==> config.mk <==
export PLATFORM = sky130hd
export DESIGN_NAME = replay_fifo
export DESIGN_NICKNAME = d
export VERILOG_FILES = /design/src/rtl/replay_fifo.sv
export SDC_FILE = /design/constraint.sdc
export NUM_CORES = 1
export LEC_CHECK = 0
export CAP_MARGIN = 20
export CORE_MARGIN = 5
export CORE_UTILIZATION = 56
export DETAILED_ROUTE_END_ITERATION = 6
export GPL_ROUTABILITY_DRIVEN = 0
export PLACE_DENSITY = 0.75
export SLEW_MARGIN = 20
export SYNTH_ARGS = -nofsm -noshare
export SYNTH_HDL_FRONTEND = slang
export SYNTH_SLANG_ARGS = --single-unit
==> constraint.sdc <==
create_clock -name clk -period 3.79 [get_ports clk]
set_clock_uncertainty 0.2 [all_clocks]
set_input_delay 0.379 -clock clk [delete_from_list [all_inputs] [get_ports clk]]
set_output_delay 0.379 -clock clk [all_outputs]
set_load 0.03 [all_outputs]
==> src/rtl/replay_fifo.sv <==
// replay_fifo: single-clock FIFO with a replay mark.
//
// Entries stay resident after they are read until a commit moves the mark
// past them, so a rewind can replay everything read since the last commit.
// Space is therefore bounded by held_count (wr - mark), not unread_count.
//
// Ports
//   clk, rst                 rising-edge clock, async active-high reset
//   clear                    synchronous flush of pointers and sticky flags
//   rewind                   rd_ptr <= mark_ptr (replay)
//   commit                   mark_ptr <= rd_ptr (after same-cycle read)
//   wr_en, din               write request / data
//   rd_en, dout, dout_valid  read request / registered data / 1-cycle pulse
//   empty, full, almost_full occupancy flags
//   overflow, underflow      sticky error flags
//   unread_count, held_count wr-rd and wr-mark
module replay_fifo #(
    parameter int WIDTH     = 2,
    parameter int DEPTH     = 256,
    parameter int AF_MARGIN = 1
) (
    input  logic                       clk,
    input  logic                       rst,
    input  logic                       clear,
    input  logic                       rewind,
    input  logic                       commit,
    input  logic                       wr_en,
    input  logic [WIDTH-1:0]           din,
    input  logic                       rd_en,
    output logic [WIDTH-1:0]           dout,
    output logic                       dout_valid,
    output logic                       empty,
    output logic                       full,
    output logic                       almost_full,
    output logic                       overflow,
    output logic                       underflow,
    output logic [$clog2(DEPTH):0]     unread_count,
    output logic [$clog2(DEPTH):0]     held_count
);

    localparam int AW = $clog2(DEPTH);
    localparam int PW = AW + 1;

    logic [WIDTH-1:0] mem [DEPTH];

    logic [PW-1:0] wr_ptr;
    logic [PW-1:0] rd_ptr;
    logic [PW-1:0] mark_ptr;
    logic [PW-1:0] rd_ptr_adv;
    logic          rd_accept;
    logic          wr_accept;

    assign held_count   = wr_ptr - mark_ptr;
    assign unread_count = wr_ptr - rd_ptr;
    assign full         = (held_count == PW'(DEPTH));
    assign empty        = (unread_count == '0);
    assign almost_full  = (held_count >= PW'(DEPTH - AF_MARGIN));

    // Acceptance uses pre-edge flags; a same-cycle commit cannot make room
    // for a same-cycle write.
    assign rd_accept  = rd_en && !empty && !rewind && !clear;
    assign wr_accept  = wr_en && !full && !clear;

    // Read pointer after any accepted read; commit captures this value so a
    // read in the commit cycle is released along with earlier ones.
    assign rd_ptr_adv = rd_accept ? rd_ptr + PW'(1) : rd_ptr;

    always_ff @(posedge clk or posedge rst) begin
        if (rst) begin
            wr_ptr     <= '0;
            rd_ptr     <= '0;
            mark_ptr   <= '0;
            dout       <= '0;
            dout_valid <= 1'b0;
            overflow   <= 1'b0;
            underflow  <= 1'b0;
        end else if (clear) begin
            wr_ptr     <= '0;
            rd_ptr     <= '0;
            mark_ptr   <= '0;
            dout_valid <= 1'b0;
            overflow   <= 1'b0;
            underflow  <= 1'b0;
        end else begin
            dout_valid <= rd_accept;
            if (rd_accept) begin
                dout <= mem[rd_ptr[AW-1:0]];
            end
            if (wr_accept) begin
                wr_ptr <= wr_ptr + PW'(1);
            end
            if (wr_en && full) begin
                overflow <= 1'b1;
            end
            // A rewind cycle ignores rd_en entirely, including underflow.
            if (rd_en && empty && !rewind) begin
                underflow <= 1'b1;
            end
            rd_ptr <= rewind ? mark_ptr : rd_ptr_adv;
            if (commit && !rewind) begin
                mark_ptr <= rd_ptr_adv;
            end
        end
    end

    // Storage has no reset; only written locations are ever read.
    always_ff @(posedge clk) begin
        if (wr_accept) begin
            mem[wr_ptr[AW-1:0]] <= din;
        end
    end

endmodule

**Run 1: floorplan with the power grid**

Scale bar: 50 microns. Pins as bars on the die edge. Tap cells in gray.
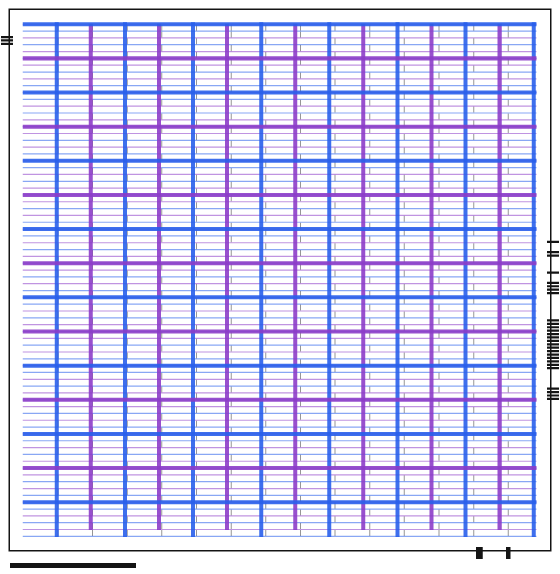
blue -> VSS
purple -> VDD
rows = 75
tap cells = 539

**Run 1: placed cells, one color a class**

Scale bar: 50 microns.
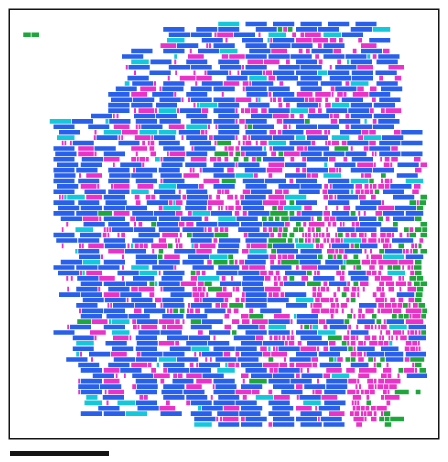
cyan -> clock drivers and dummy loads  # cells 97, share of their area 6.7%
green -> remaining buffers and delay cells  # cells 145, share of their area 5.5%
blue -> sequential cells  # cells 544, share of their area 61%
magenta -> remaining logic cells  # cells 873, share of their area 27%

==> flow_summary.ini, run 1 <==
; yosys + openroad results
[synth]
muxShareOfSynthArea_pct = 12.48
enable_flop_cells = 512
netlist_area_sq_um = 23560
ys_top_logic_family = multiplexers
post_synth.cell_area_avg_sq_um = 15.38
ys_sh_simple_pct = 8.922
post-synth-top-area-cell = sky130_fd_sc_hd__edfxtp_1
synth-main-ff-cell = sky130_fd_sc_hd__edfxtp_1
synth-seq-cells = 544
yosys.stat.chipArea_sq_um = 23560
synth-xor-area-share_pct = 0.6639
synth.top_cells.by_count = sky130_fd_sc_hd__edfxtp_1 (512), sky130_fd_sc_hd__nor2_1 (299), sky130_fd_sc_hd__mux4_2 (102)
synth.yosys.num_cells = 1532
synth-warning-count = 0

[power_and_ir_drop]
total_leakage_power_nw = 8.562
net-switching-power_mw = 3.031
p_sw_share_pct = 22.86
comb_cell_power_mw = 1.25

[worst_hold_path]
kind_of_path_behind_the_tightest_hold_check = primary input to flop

[cells_and_area]
ratio_of_cells_with_drive_above_1_in_the_final_layout_pct = 25.68
combGateArea_sq_um = 7123
layout.cells.most_common_list = sky130_fd_sc_hd__edfxtp_1 (512), sky130_fd_sc_hd__nor2_1 (200), sky130_fd_sc_hd__mux4_2 (102)
fin_util_pct = 65.43
logic_gate_count = 844
layout_top_cell_excl_fill_tap = sky130_fd_sc_hd__edfxtp_1
layout.buffer.nonclock.area_share_pct = 5.340

[run_status]
status = complete, no violations

[worst_setup_path]
timing.critical_path.mode_cell = sky130_fd_sc_hd__a21o_1
timing.critical_path.buf_inv = 5
worst_setup_path_end_kind = flop
cp_max_fo = 16
worstPathCellList = inv_2, ha_4, inv_1, fa_2, a21o_1, a21o_1, a21o_1, o22a_1, xnor2_2, o41ai_4, buf_6, buf_12, or4_1, buf_8, nor2_2
startpoint_type = flop
cp.required_ns = 3.88
critPathKind = flop to flop

[cts]
cts_root_buf = sky130_fd_sc_hd__clkbuf_16
cts_made_buffers = 53
cts.sinks = 544
cts_hold_buf = 1
post_cts_buffers = 2
cts_max_level = 2
cts_buffer_depth = 3

[routing]
drt_pass1_iterations = 6
drt_iter0_markers = 2292
detail_route.wl_per_cell_microns = 28.15
via_per_inst = 6.642
remaining_number_of_nets_flagged_by_the_antenna_check_after_routing = 0

[final_timing]
setup_violations = 0
timing_worst_slew_pin_value_ns = 0.9620
number_of_pins_with_negative_max_slew_slack_in_the_final_report = 0
totalNegativeSetupSlack_ns = 0
rsz0062_at_grt = true
hold_worst_slack_ns = 0.2052
fin_ws_ns = 0.04169

[run]
stage_log_warnings = 35

[global_routing]
grt_antenna_before_repair = 1
grt_use_total_pct = 26.43
met1_use_gr_pct = 35.78
grt-busiest-layer = met2

[place]
detailed_place.area_sq_um = 24950
place.detailed.instances = 2088
placement.setup.worst_slack_ns = -0.02134

[floorplanning]
floorplan.core_util_pct = 56.42
core-area_sq_um = 41760
**Run 1: clock wires, drivers and flops**

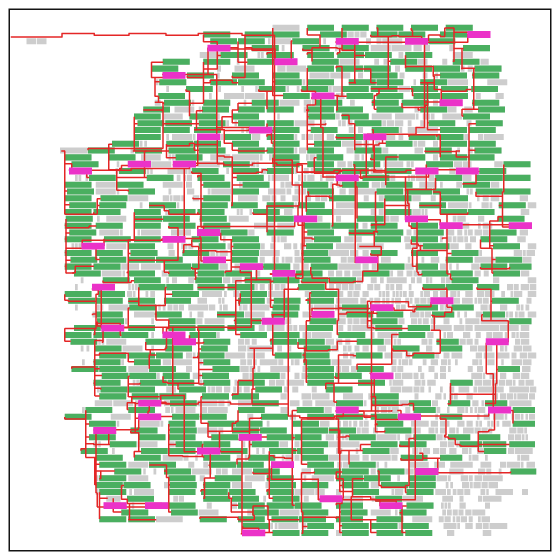
magenta -> clock-net drivers  # count 53
green -> flip-flops  # count 544
red -> clock wires  # length 6,060 microns
routed clock nets = 54
fraction of power consumed by the clock network: 40.7%
power consumed by the clock network: 5.40 mW
worst skew pair latency: 0.60 ns

run 1: worst paths after layout:
kind / cells past startpoint / startpoint / slack (ns) / end
worst max register to register: 15 / wr_ptr[0] / 0.04 / mem[25][1]
worst max-delay path: 15 / wr_ptr[0] / 0.04 / mem[25][1]
min in group asynchronous: 3 / rst / 0.43 / dout_valid
worst min-delay path: 1 / din[1] / 0.21 / mem[117][1]
worst min register to register: 2 / overflow / 0.32 / overflow
max in group asynchronous: 4 / rst / 2.27 / mark_ptr[2]
run 1: registers in the layout, indices dropped and copies added (netlist names):
name        cells
dout            2
dout_valid      1
mark_ptr        9
mem           512
overflow        1
rd_ptr          9
underflow       1
wr_ptr          9
**Run 1: routed metal, one color a layer**

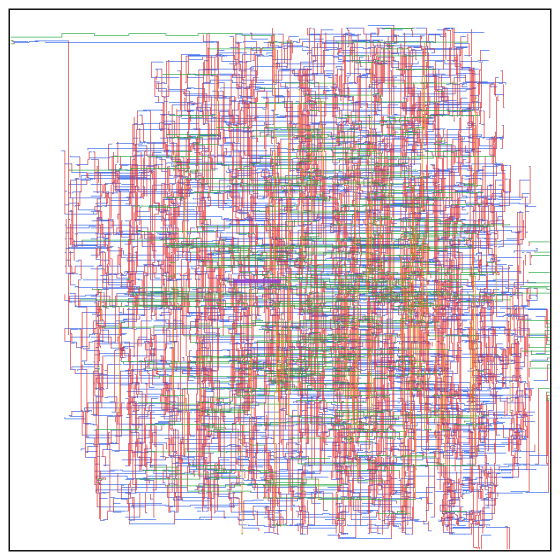

==> run 1 -> run 2 <==
--- a/config.mk
+++ b/config.mk
@@ -10,6 +10,7 @@
 export CORE_UTILIZATION = 56
 export DETAILED_ROUTE_END_ITERATION = 6
 export GPL_ROUTABILITY_DRIVEN = 0
+export MAX_ROUTING_LAYER = met4
 export PLACE_DENSITY = 0.75
 export SLEW_MARGIN = 20
 export SYNTH_ARGS = -nofsm -noshare
**Run 2: routed metal, one color a layer**

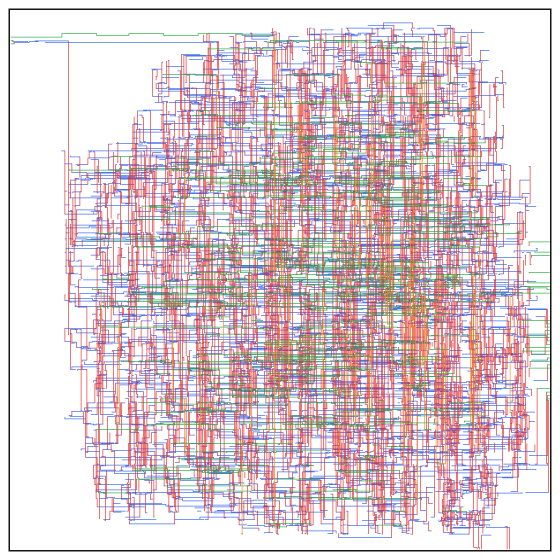
red -> M2  # wire length 29.2 mm
green -> M3  # wire length 7,570 microns
blue -> M1  # wire length 22.2 mm
orange -> M4  # wire length 2,590 microns

==> flow_summary.ini, run 2 <==
; yosys + openroad results
[place]
placement.setup.worst_slack_ns = -0.02134
place.detailed.instances = 2088
detailed_place.area_sq_um = 24950

[power_and_ir_drop]
p_sw_share_pct = 22.87
post-layout-total-power_mw = 13.25
sequentialPower_mw = 6.61
net-switching-power_mw = 3.029
total_leakage_power_nw = 8.514
comb_cell_power_mw = 1.24
clockPowerShare_pct = 40.7
pg_clk_mw = 5.40

[worst_setup_path]
worstPathCellList = inv_2, ha_2, inv_1, fa_2, a21o_1, a21o_1, a21o_1, o22a_1, xnor2_2, o41ai_4, buf_12, or4_4, buf_12, nor2_2
worst_setup_path_end_kind = flop
startpoint_type = flop
timing.critical_path.depth = 14
critPathCapture = mem[205][1]
timing.critical_path.buf_inv = 4
worstReg2RegStart = wr_ptr[0]
worstRegToRegCells = 14
critPathKind = flop to flop
crit-reg2reg-capture = mem[205][1]
cp.required_ns = 3.87
r2r_setup_slack_ns = 0.08
cp_max_fo = 19
timing.critical_path.mode_cell = sky130_fd_sc_hd__a21o_1
worst_setup_path_startpoint = wr_ptr[0]

[cts]
cts_root_buf = sky130_fd_sc_hd__clkbuf_16
cts_made_buffers = 53
clock.latency.late_pin_ns = 0.60
cts_buffer_depth = 3
cts_max_level = 2
cts.sinks = 544

[synth]
muxShareOfSynthArea_pct = 12.48
yosys.stat.chipArea_sq_um = 23560
ys_seq_share_pct = 68.66
ys_top_logic_family = multiplexers
enable_flop_cells = 512
ys_sh_simple_pct = 8.922
synth-main-ff-cell = sky130_fd_sc_hd__edfxtp_1
synth.yosys.num_cells = 1532
synth.top_cells.by_count = sky130_fd_sc_hd__edfxtp_1 (512), sky130_fd_sc_hd__nor2_1 (299), sky130_fd_sc_hd__mux4_2 (102)
post-synth-top-area-cell = sky130_fd_sc_hd__edfxtp_1
synth-xor-area-share_pct = 0.6639
synth-seq-cells = 544
post_synth.cell_area_avg_sq_um = 15.38
synth-warning-count = 0
netlist_area_sq_um = 23560
synthDominantCellAreaShare_pct = 65.26

[cells_and_area]
layout.buffer.nonclock.area_share_pct = 5.030
ratio_of_cells_with_drive_above_1_in_the_final_layout_pct = 26.38
combGateArea_sq_um = 7123
layout.cells.most_common_list = sky130_fd_sc_hd__edfxtp_1 (512), sky130_fd_sc_hd__nor2_1 (187), sky130_fd_sc_hd__nor2_2 (105)
largest_register_ffs = 512
area_delta_synth_final_pct = 15.61
seqCellArea_sq_um = 16180
layout_top_cell_excl_fill_tap = sky130_fd_sc_hd__edfxtp_1
logic_gate_count = 844
final_cell_area_sq_um = 27240

[floorplanning]
die_span_in_x_microns = 215.1
floorplan.core_util_pct = 56.42

[worst_hold_path]
hp-start = din[1]
kind_of_path_behind_the_tightest_hold_check = primary input to flop
worst_hold_path.endpoint = mem[118][1]
worst_hold_path.num_cells = 1

[global_routing]
grt_use_total_pct = 27.26
grt_antenna_before_repair = 1

[final_timing]
timing_worst_slew_pin_value_ns = 0.9558
number_of_pins_with_negative_max_slew_slack_in_the_final_report = 0
fin_ws_ns = 0.08457
rsz0062_at_grt = true
setup_violations = 0

[routing]
detail_route.wl_per_cell_microns = 28.07
via_per_inst = 6.621
drt_pass1_iterations = 7
remaining_number_of_nets_flagged_by_the_antenna_check_after_routing = 0
dr_total_vias = 14519
drt_iter0_markers = 2205
detail_route.drc_violations = 1

[run_status]
status = finished, violations left
failed_checks = DRC

[run]
stage_log_warnings = 35
**Run 2: placed cells, one color a class**

Scale bar: 50 microns.
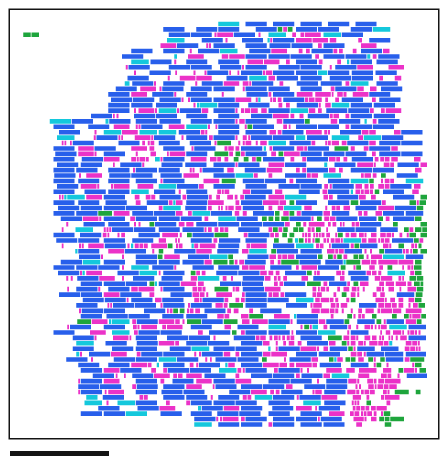
magenta -> remaining logic cells  # cells 873, share of their area 27%
cyan -> clock drivers and dummy loads  # cells 97, share of their area 6.7%
blue -> sequential cells  # cells 544, share of their area 61%
green -> remaining buffers and delay cells  # cells 139, share of their area 5.2%
core region area: 41,760 sq um
final design utilization: 65.22%

-- run 2: cell counts after synthesis --
Identical to the previous run, type by type.
-- run 2: metal layers --
layer / share of wire, % / global-route usage (%)
met1: 36 / 35.99
met3: 12 / 6.755
met4: 4.2 / 10.18
met2: 48 / 41.85
met5: 0 / -
-- run 2: metrics by stage --
step / hold WS (ns) / setup TNS (ns)
global placement: 0.2805 / 0
finish: 0.1983 / 0
floorplan: 0.2779 / 0
global route: 0.2302 / -0.03368
detailed placement: 0.2995 / -0.04258
CTS: 0.2089 / -0.06654
-- run 2: repair_timing --
action | in CTS | in global routing
gates resized | 15 | 146
gates cloned | 0 | 1
pin swaps | 2 | 6
hold buffers | 1 | 0
endpoints found under the hold margin | 9 | 0
buffers inserted | 2 | 3
endpoints found under the setup margin | 40 | 386
Power is estimated from default activity; no workload was simulated.
